Figure 1. Port wiring.
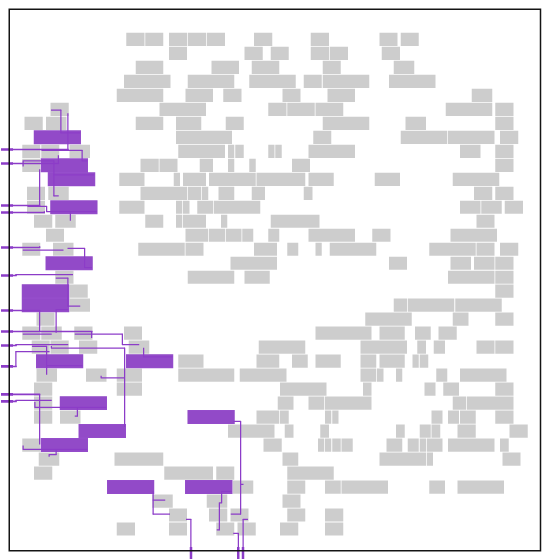
Figure 2. Logic cells by family.
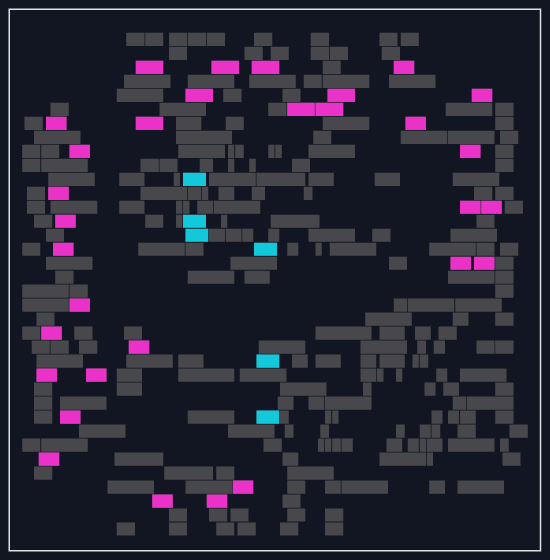
Figure 3. Metal layers overlaid.
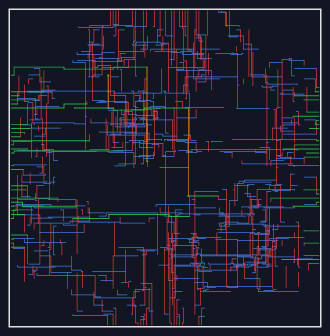
Figure 4. Routed clock nets over the placement.
Bar = 20 um.
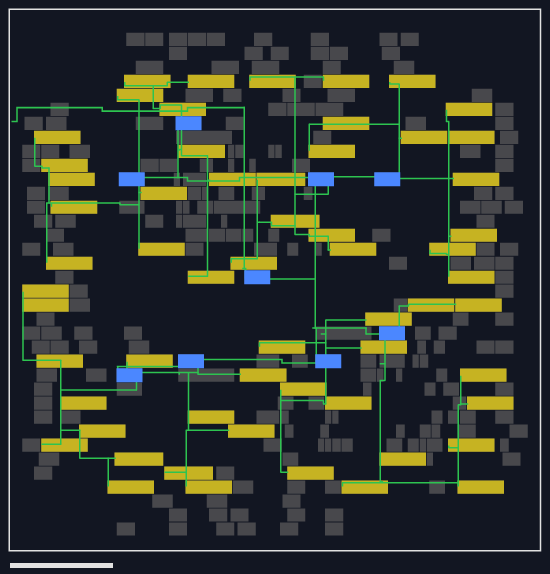
Figure 5. Clock wiring as the flow saved it.
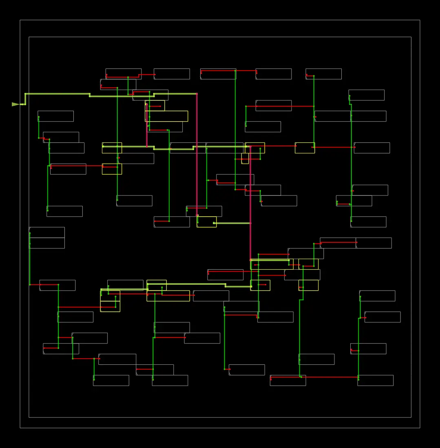
==> src/rtl/famicom_cpu_bus_master.sv <==
// famicom_cpu_bus_master: Famicom CPU cartridge bus initiator with a free-running M2 clock.
// Turns single-byte host read/write requests into timed M2, /ROMSEL, R/W, address and data cycles.
module famicom_cpu_bus_master #(
    parameter int M2_LOW_CLKS       = 6,
    parameter int M2_HIGH_CLKS      = 6,
    parameter int ROMSEL_DELAY_CLKS = 1
) (
    input  logic        clk,
    input  logic        reset_n,
    input  logic        req_valid,
    output logic        req_ready,
    input  logic [15:0] req_addr,
    input  logic        req_rw,
    input  logic [7:0]  req_wdata,
    output logic        rsp_valid,
    output logic [7:0]  rsp_rdata,
    output logic        m2,
    output logic        romsel,
    output logic        cpu_rw,
    output logic [14:0] cpu_addr,
    output logic [7:0]  cpu_data_out,
    output logic        cpu_data_oe,
    input  logic [7:0]  cpu_data_in,
    input  logic        irq,
    output logic        irq_sync,
    output logic [15:0] cycle_count
);
    localparam int CW = $clog2(M2_LOW_CLKS > M2_HIGH_CLKS ? M2_LOW_CLKS : M2_HIGH_CLKS);
    localparam logic [CW-1:0] LOW_LAST  = CW'(M2_LOW_CLKS - 1);
    localparam logic [CW-1:0] HIGH_LAST = CW'(M2_HIGH_CLKS - 1);
    localparam logic [CW-1:0] RS_DLY    = CW'(ROMSEL_DELAY_CLKS);

    if (M2_LOW_CLKS < 2 || M2_HIGH_CLKS < 2 || ROMSEL_DELAY_CLKS < 0 ||
        ROMSEL_DELAY_CLKS >= M2_HIGH_CLKS) begin : g_bad_params
        $error("famicom_cpu_bus_master: invalid M2 timing parameters");
    end

    typedef enum logic {ST_LOW, ST_HIGH} state_t;

    state_t          r_state;
    state_t          w_state_next;
    logic [CW-1:0]   r_cnt;
    logic [CW-1:0]   w_cnt_next;
    logic            w_accept;
    logic            w_fall;
    logic            w_rsp;
    logic            w_high_next;
    logic            w_romsel_next;
    logic            r_active;
    logic            r_a15;
    logic            r_romsel;
    logic            r_cpu_rw;
    logic [14:0]     r_cpu_addr;
    logic [7:0]      r_cpu_data_out;
    logic            r_cpu_data_oe;
    logic            r_rsp_valid;
    logic [7:0]      r_rsp_rdata;
    logic [15:0]     r_cycle_count;
    logic            r_irq_meta;
    logic            r_irq_sync;

    always_ff @(posedge clk or negedge reset_n) begin
        if (!reset_n) begin
            r_state <= ST_LOW;
            r_cnt   <= '0;
        end else begin
            r_state <= w_state_next;
            r_cnt   <= w_cnt_next;
        end
    end

    always_comb begin
        w_state_next = (r_state == ST_LOW) ? ((r_cnt == LOW_LAST)  ? ST_HIGH : ST_LOW)
                                           : ((r_cnt == HIGH_LAST) ? ST_LOW  : ST_HIGH);
        w_cnt_next   = (w_state_next != r_state) ? '0 : r_cnt + 1'b1;
    end

    // Pin values are computed from the next state so every pin comes straight off a flop.
    always_comb begin
        req_ready     = (r_state == ST_LOW) && (r_cnt == '0);
        w_accept      = req_valid && req_ready;
        w_fall        = (r_state == ST_HIGH) && (r_cnt == HIGH_LAST);
        w_rsp         = w_fall && r_active;
        w_high_next   = (w_state_next == ST_HIGH);
        w_romsel_next = !(w_high_next && (w_cnt_next >= RS_DLY) && r_a15);
    end

    always_ff @(posedge clk or negedge reset_n) begin
        if (!reset_n) begin
            r_active       <= 1'b0;
            r_a15          <= 1'b0;
            r_romsel       <= 1'b1;
            r_cpu_rw       <= 1'b1;
            r_cpu_addr     <= '0;
            r_cpu_data_out <= '0;
            r_cpu_data_oe  <= 1'b0;
            r_rsp_valid    <= 1'b0;
            r_rsp_rdata    <= '0;
            r_cycle_count  <= '0;
        end else begin
            r_romsel      <= w_romsel_next;
            r_cpu_data_oe <= w_high_next && !r_cpu_rw;
            r_rsp_valid   <= w_rsp;
            r_cycle_count <= r_cycle_count + {15'd0, w_fall};
            if (w_rsp && r_cpu_rw) r_rsp_rdata <= cpu_data_in;
            if (req_ready) begin
                r_active <= w_accept;
                r_a15    <= w_accept && req_addr[15];
                r_cpu_rw <= !w_accept || req_rw;
                if (w_accept) r_cpu_addr <= req_addr[14:0];
                if (w_accept && !req_rw) r_cpu_data_out <= req_wdata;
            end
        end
    end

    always_ff @(posedge clk or negedge reset_n) begin
        if (!reset_n) begin
            r_irq_meta <= 1'b1;
            r_irq_sync <= 1'b1;
        end else begin
            r_irq_meta <= irq;
            r_irq_sync <= r_irq_meta;
        end
    end

    assign m2           = (r_state == ST_HIGH);
    assign romsel       = r_romsel;
    assign cpu_rw       = r_cpu_rw;
    assign cpu_addr     = r_cpu_addr;
    assign cpu_data_out = r_cpu_data_out;
    assign cpu_data_oe  = r_cpu_data_oe;
    assign rsp_valid    = r_rsp_valid;
    assign rsp_rdata    = r_rsp_rdata;
    assign irq_sync     = r_irq_sync;
    assign cycle_count  = r_cycle_count;
endmodule

==> config.mk <==
export PLATFORM = sky130hd
export DESIGN_NAME = famicom_cpu_bus_master
export DESIGN_NICKNAME = d
export VERILOG_FILES = /design/src/rtl/famicom_cpu_bus_master.sv
export SDC_FILE = /design/constraint.sdc
export NUM_CORES = 1
export LEC_CHECK = 0
export CORE_AREA = 2 2 101 103
export DETAILED_ROUTE_END_ITERATION = 10
export DIE_AREA = 0 0 103 105
export HOLD_SLACK_MARGIN = 0.1
export PLACE_DENSITY = 0.51
export SYNTH_ARGS = -nofsm -noshare
export SYNTH_HDL_FRONTEND = slang
export SYNTH_SLANG_ARGS = --single-unit
==> constraint.sdc <==
create_clock -name clk -period 3.42 [get_ports clk]
set_clock_uncertainty 0.15 [all_clocks]
set_input_delay 0.513 -clock clk [delete_from_list [all_inputs] [get_ports clk]]
set_output_delay 0.513 -clock clk [all_outputs]
set_load 0.01 [all_outputs]
==> impl_metrics.json <==
{
  "synth_flops": 59,
  "yosys.area.top_type_share": 0.5829,
  "core_um2": 9639,
  "synthFlopType": "dfrtp_1",
  "ys_cells": 163,
  "fmaxAchievable_mhz": 356.1,
  "finalCriticalPeriod_ns": 2.808,
  "slowest_stage": "clkdlybuf4s50_1",
  "ys_top_cells_by_count": "dfrtp_1 (55), mux2_2 (23), xor2_1 (11)",
  "grt_max_degree": 35,
  "cts.reportedPaths.clkPinSlew_ns": 0.07,
  "worstPathRequired_ns": 2.76,
  "fin_nets": 308,
  "power_switching_uw": 362.0,
  "postCtsHoldBufs": 1,
  "crit_type": "reg -> out",
  "cp-end-kind": "output pin",
  "power_density_nw_per_um2": 483.9,
  "timing.setup.tns_ns": 0,
  "diodes": 0,
  "slew_headroom": 0.7080,
  "ir_worst_vdd_mv": 0.2118,
  "drc_errors": 0,
  "maxCapViolCount": 0,
  "yosysSeqAreaShare": 0.6275,
  "edf_count": 0,
  "cts_root_buffer": "clkbuf_8",
  "synthArstFlopShare": 1.000,
  "syn_nets": 206,
  "fin_hold_ws_ns": 0.2123,
  "topCellsByArea": "dfrtp_1 (58%), mux2_2 (11%), mux2_4 (5.1%)",
  "hold_viol_final": 0,
  "postCtsSetupBuffers": 0,
  "h-tree-depth": 3,
  "numPortBuffers": 90,
  "place_congestion": 0.7022,
  "status": "completed",
  "netlist_instances": 163,
  "crit_arrival_ns": 2.14,
  "holdCritPathClass": "reg -> reg",
  "top_area_cell": "dfrtp_1",
  "die_x_um": 103,
  "flop_area_um2": 1481,
  "worst_path_most_repeated_cell": "inv_1",
  "antenna_found_initial": 0,
  "power.share.switching": 0.2024,
  "finalClockPeriodUsage": 0.8210,
  "overflow": 0,
  "ant_nets": 0,
  "finalPower_uw": 1788,
  "netlist_area_um2": 2361,
  "worst_pin_slew_ns": 0.4381,
  "combGateArea_um2": 837.1,
  "grt_pass1_wl_mm": 8.666,
  "area_growth_pct": 56.54,
  "setup_viol": 0,
  "ioPinCount": 91,
  "drt-initial-drc-count": 43,
  "grt_pass1_vias": 1753,
  "fp_util": 0.2449,
  "internal_power_uw": 1426,
  "critical_path.max_stage_delay_ns": 0.55,
  "detail_route.vias_per_cell": 4.069,
  "warnings": 28,
  "final_core_util": 0.3834,
  "most_common_cell": "dfrtp_1",
  "cts_max_path_buffers": 2,
  "fillCellCount": 978,
  "power_frac_seq": 0.428,
  "combPwrFrac": 0.116,
  "dp.cells": 386,
  "synth.distinct_cells": 24,
  "drive_above_1_share": 0.2148,
  "cts_resized": 0,
  "syn-mean-instance-area_um2": 14.48,
  "track_usage": 0.1056,
  "synth_warnings": 0,
  "die_h_um": 105,
  "slew_violations": 0,
  "numClockSinks": 59,
  "yosys_area_um2": 2361,
  "hpwl_mm": 3.751,
  "num_rows": 36,
  "chipArea_um2": 10820,
  "first_pass_iters": 3,
  "path_cells": "inv_1 > ha_1 > or3b_2 > inv_1 > clkdlybuf4s50_1",
  "tritoncts": "done",
  "rsz0062_at_grt": "no",
  "critPathMaxFanout": 5,
  "p_leak_uw": 0.001611,
  "critPathLaunchType": "flip-flop"
}
-- Figure 1 (at the start) --
purple -> cpu_addr  # bits 15, direction output, edge 12 west, 3 south, end cells 15, buffers 15, wire 395 um

-- Figure 2 (at the start) --
cyan -> adder and majority cells  # cells 6, most used ha_1
magenta -> multiplexers  # cells 31, most used mux2_2, where all over the die
Finished Layout Cells: 403
most numerous logic cell after layout: clkdlybuf4s50_1

-- Figure 3 (at the start) --
orange -> metal 4  # wire length 71.4 um
green -> metal 3  # wire length 490 um
blue -> metal 1  # wire length 2250 um
red -> metal 2  # wire length 2420 um
WL per Instance: 13.00 um
Vias: 1640
final WL: 5.237 mm

-- Figure 4 (at the start) --
green -> clock wires  # length 900 um
blue -> clock drivers  # count 9
yellow -> flip-flops  # count 59
flops lie = all over the die
P_clk: 817 uW
Clock Power Share: 0.457
clk ins delay skew pair: 0.33 ns

-- Figure 5 (at the start) --
registers: 59
total CTS buffers: 9

## stage by stage
stage               area [um^2]  worst slack, ns
floorplan                  2361            1.492
global placement           3426           0.9903
detailed placement         3426           0.9510
CTS                        3696           0.5668
global route               3696           0.4818
finish                     3696           0.6121
## state kept, by name (all words and copies together) (netlist names)
register / flops
r_a15: 1
cycle_count: 16
romsel: 1
r_irq_meta: 1
m2: 1
rsp_rdata: 8
cpu_data_out: 8
r_cnt: 3
cpu_rw: 1
cpu_data_oe: 1
cpu_addr: 15
irq_sync: 1
rsp_valid: 1
r_active: 1
## final timing paths
check	from	endpoint	slack (ns)	depth (start not counted)
min in group asynchronous	reset_n	cycle_count[13]$_DFF_PN0_	0.38	2
min reg2reg	r_irq_meta$_DFF_PN1_	irq_sync$_DFF_PN1_	0.21	0
max in group asynchronous	reset_n	romsel$_DFF_PN1_	2.05	3
min	r_irq_meta$_DFF_PN1_	irq_sync$_DFF_PN1_	0.21	0
max	r_cnt[0]$_DFF_PN0_	req_ready	0.61	5
max reg2reg	r_cnt[1]$_DFF_PN0_	cycle_count[11]$_DFF_PN0_	1.21	8
## power by group through the flow
stage	clock (uW)	combinational (uW)	sequential, uW
floorplan	0	41.9	796
global placement	0	209	777
detailed placement	0	210	777
CTS	851	212	765
global route	882	223	770
finish	817	207	765
## cells in the final DEF, fill, tap and decap left out, types with 7 or more instances in the layout
cell             synthesis  final
clkdlybuf4s50_1          0     89
xor2_1                  11     11
nor2_1                   8      8
nand3_1                  7      7
mux2_4                   8      8
clkbuf_8                 0     12
nand2_1                  7      7
mux2_2                  23     23
dfrtp_1                 55     55
## metal layers
metal	GRT usage	vias to the layer above	routed length, um
li1	-	766	-
met3	0.05485	7	490
met1	0.1277	804	2251
met2	0.1600	63	2423
met5	0	-	0
met4	0.03665	0	71
## worst max-delay path: cells and delay by family, from the launching register on
kind                     cells  cell delay (ns)
buffers and inverters        3             0.73
AND/OR/NAND/NOR              1             0.49
flip-flops                   1             0.42
adder cells (fa/ha/maj)      1             0.17
## final cells by class
cell class,count,area share
repair buffers,94,0.2512
multi-input cells,95,0.2265
flip-flops and latches,59,0.4008
clock buffers,12,0.04469
well taps,133,0.04502
inverters,6,0.006093
clock inverters,4,0.02573
## cells by family after synthesis
family	after synthesis	share of synthesized area
XOR/XNOR	16	0.05935
buffers and inverters	9	0.02438
adder cells (fa/ha/maj)	6	0.03180
AND/OR/NAND/NOR	39	0.08638
AND-OR/OR-AND	3	0.01007
multiplexers	31	0.1606
flip-flops	59	0.6275
No activity file was given, so power comes from the tool's default toggle rates.
